File: src/rtl/updown_counter_param.sv
// Parametrised up/down counter with wrap/saturate bounds, synchronous load,
// terminal-count prediction and sticky overflow/underflow flags.
module updown_counter_param #(
  parameter int     WIDTH     = 3,
  parameter longint MODULUS   = 8,
  parameter bit     SATURATE  = 1'b0,
  parameter longint RESET_VAL = 0
) (
  input  logic             clk,
  input  logic             reset,
  input  logic             en,
  input  logic             updown,
  input  logic             load,
  input  logic [WIDTH-1:0] load_val,
  input  logic             clr_flags,
  output logic [WIDTH-1:0] counter,
  output logic             tc,
  output logic             bound,
  output logic             ovf,
  output logic             unf
);

  // MODULUS may equal 2^WIDTH, so it is held one bit wider than the count.
  localparam logic [WIDTH:0]   MOD_W   = (WIDTH+1)'(MODULUS);
  localparam logic [WIDTH-1:0] MAX_VAL = WIDTH'(MODULUS - 1);
  localparam logic [WIDTH-1:0] RST_V   = WIDTH'(RESET_VAL);

  if (WIDTH < 1 || WIDTH > 32 || MODULUS < 2 ||
      MODULUS > (longint'(1) << WIDTH) ||
      RESET_VAL < 0 || RESET_VAL >= MODULUS) begin : g_param_error
    $error("updown_counter_param: illegal WIDTH/MODULUS/RESET_VAL combination");
  end

  logic [WIDTH-1:0] load_clamped;
  logic [WIDTH-1:0] next_count;
  logic             hit_up;
  logic             hit_dn;

  assign load_clamped = ({1'b0, load_val} >= MOD_W) ? MAX_VAL : load_val;
  assign hit_up       = tc & updown;
  assign hit_dn       = tc & ~updown;

  // NOTE: every output of a combinational block gets a default first, so no
  // path through the if/else leaves a variable unassigned and infers a latch.
  always_comb begin
    tc         = 1'b0;
    next_count = counter;
    if (en && !load) begin
      tc = updown ? (counter == MAX_VAL) : (counter == '0);
    end
    if (load) begin
      next_count = load_clamped;
    end else if (en) begin
      if (tc) begin
        if (!SATURATE) next_count = updown ? '0 : MAX_VAL;
      end else begin
        next_count = updown ? counter + 1'b1 : counter - 1'b1;
      end
    end
  end

  // NOTE: registers use non-blocking assignments so every flop samples the
  // pre-edge values regardless of statement order.
  always_ff @(posedge clk or negedge reset) begin
    if (!reset) begin
      counter <= RST_V;
      bound   <= 1'b0;
      ovf     <= 1'b0;
      unf     <= 1'b0;
    end else begin
      counter <= next_count;
      bound   <= tc;
      // A new event beats a simultaneous clear.
      ovf     <= hit_up | (ovf & ~clr_flags);
      unf     <= hit_dn | (unf & ~clr_flags);
    end
  end

endmodule

File: config.mk
export PLATFORM = sky130hd
export DESIGN_NAME = updown_counter_param
export DESIGN_NICKNAME = d
export VERILOG_FILES = /design/src/rtl/updown_counter_param.sv
export SDC_FILE = /design/constraint.sdc
export NUM_CORES = 1
export LEC_CHECK = 0
export CORE_AREA = 2 2 39 41
export DETAILED_ROUTE_END_ITERATION = 10
export DIE_AREA = 0 0 41 43
export GPL_TIMING_DRIVEN = 0
export PLACE_DENSITY = 0.57
export SLEW_MARGIN = 20
export SYNTH_ARGS = -nofsm -noshare
export SYNTH_HDL_FRONTEND = slang
export SYNTH_SLANG_ARGS = --single-unit
File: constraint.sdc
create_clock -name clk -period 4.2 [get_ports clk]
set_clock_uncertainty 0.15 [all_clocks]
set_input_delay 0.84 -clock clk [delete_from_list [all_inputs] [get_ports clk]]
set_output_delay 0.84 -clock clk [all_outputs]
set_load 0.01 [all_outputs]
met1.png
Drawn at 6 px/micron. Supply wires on this layer in gray.
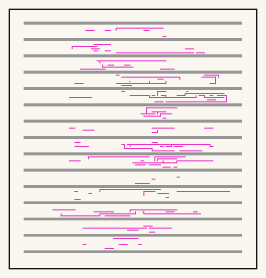
nets with wire on the layer: 55
wire length on this layer: 344 microns
main direction: horizontal
share of all routed wire: 46%
met1 Usage GRT: 12.58%
total vias in the final route: 311
total detailed-routing wirelength: 750 microns

clock_map.png
Drawn at 8 px/micron.
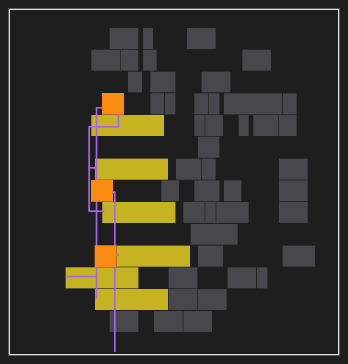
legend:
  clock wires:
    color: purple
    length: 71.5 microns
  flip-flops:
    color: yellow
    count: 6
  cells driving clock nets:
    color: orange
    count: 3
routed clock nets: 4
worst skew pair latency: 0.23 ns
clock network fraction of total power: 29.0%
Power Clock: 0.0486 mW

registers in the layout (all words and copies together), names as in the netlist:
| register | count |
|---|---|
| bound | 1 |
| counter | 3 |
| ovf | 1 |
| unf | 1 |
routing by layer:
| metal | GRT usage (%) | vias to the layer above | routed length [microns] |
|---|---|---|---|
| li1 | - | 164 | - |
| met1 | 12.58 | 143 | 343 |
| met2 | 13.13 | 4 | 390 |
| met3 | 0 | 0 | 16 |
| met4 | 10.00 | 0 | 0 |
| met5 | 0 | - | 0 |
cell families (layout without fill, tap and decap cells):
logic type	after synthesis	count (layout)	share of synthesized area (%)
AOI/OAI and AO/OA	11	11	23.29
xor gates and xnor gates	2	2	4.795
adders and majority gates	1	1	5.480
buffers and inverters	4	21	6.164
DFF	6	6	41.09
and+or+nand+nor	12	12	19.18
==> run summary <==
Physical implementation.

- The run finished with clean final reports.
- The total negative setup slack is 0 ns.
- The final design was reported to hold multi-input combinational gates totalling 26.
- The maximum number of pins on one net before global-route repair is 9.
- The maximum root-to-sink buffer count is 2.
- STA lists the maximum fanout along the critical path as 7.
- Ranking logic cells in the layout by count gives the top entries sky130_fd_sc_hd__clkdlybuf4s50_1, sky130_fd_sc_hd__dfrtp_1.
- The most used logic cell in the final layout is sky130_fd_sc_hd__clkdlybuf4s50_1.
- The worst setup path endpoint is tc.
- STA lists the startpoint of the worst hold path as unf.
- The combinational power reported by the tool is 0.0479 mW.
- The first global-routing pass estimated 1.076 mm of wire.
- The number of sinks driven by the clock tree is 6.
- The area of the core is 1384 sq um.
- Ranked by instance count, the synthesized netlist is headed by sky130_fd_sc_hd__dfrtp_1, sky130_fd_sc_hd__inv_1, sky130_fd_sc_hd__nand2_1, sky130_fd_sc_hd__o21ai_0.
- The share of the core filled with cells is 39.60%.
- In the post-synthesis netlist, the cell with the most instances is sky130_fd_sc_hd__dfrtp_1.
- The combinational share of cell area is 35.16%.
- The minimum period implied by the final worst setup slack is 3.303 ns.
- The most instantiated flip-flop cell in the synthesis netlist is sky130_fd_sc_hd__dfrtp_1.
- Once the floorplan was initialized, standard cells occupied 26.40% of the core.
- In this run, flip-flops and latches consume 42.5% of the power.
- The launch point of the worst reg-to-reg path is counter[0].
- The clock buffer count from CTS is 3.
- Once detailed placement completed, the half-perimeter wirelength came to 613.5 microns.
- After floorplanning, the die was sized to cover 1763 sq um.
- Across every metal layer, demand over resource in global routing totals 9.625%.
- The footprint of the flip-flops and latches is 150.1 sq um.
- Counting the clock-network buffers in the layout gives 3.
- The remaining routing DRC violations is 0.
- The worst setup timing slack at the placement stage is 0.8841 ns.
- The worst setup path is launched from an input pin.
- The root cell of the clock tree is sky130_fd_sc_hd__clkbuf_4.
- In this run the core area contains 14 standard-cell rows.
- Counting flops with a built-in enable in the synthesized netlist gives 0.
- The number of cells on the worst hold path is listed as 1.
- Of the total standard cell area in the layout, the sequential portion is 27.40%.
- STA reports a reg2reg setup slack of 2.53 ns.
- The leading area contributor after synthesis is sky130_fd_sc_hd__dfrtp_1.
- The path length in cells of the critical path is 4.
- The final non-filler cell area is 548.0 sq um.
- The number of nets handed over by synthesis was 46.
- The layout has 150 filler cells.
- The number of antenna violations at the first check in global routing was 0.
- Clock cells make up 4.110% of the layout cell area.
- The logic area is 192.7 sq um.
- The number of cells reported by Yosys stat comes to 36.
- The final hold slack is 0.3429 ns.
- OpenROAD emitted warnings numbering 26.
- Summed over its instances, the top area cell type makes up 41.10% of the synthesized netlist area.
- The dominant kind of cell is multi-input combinational cells.
- The routed design shows a via density per instance of 4.507.
- The type recorded for the worst min-delay path is flip-flop to flip-flop.
- Looking at the post-CTS report, the setup buffer insertion count equals 0.
- The number of hold violations in the final report is 0.
- The fraction of the cycle the final worst path needs is 78.64%.
- Looking at the critical path, the single cell with the biggest stage delay is sky130_fd_sc_hd__clkdlybuf4s50_1.
Power is estimated from default activity; no workload was simulated.
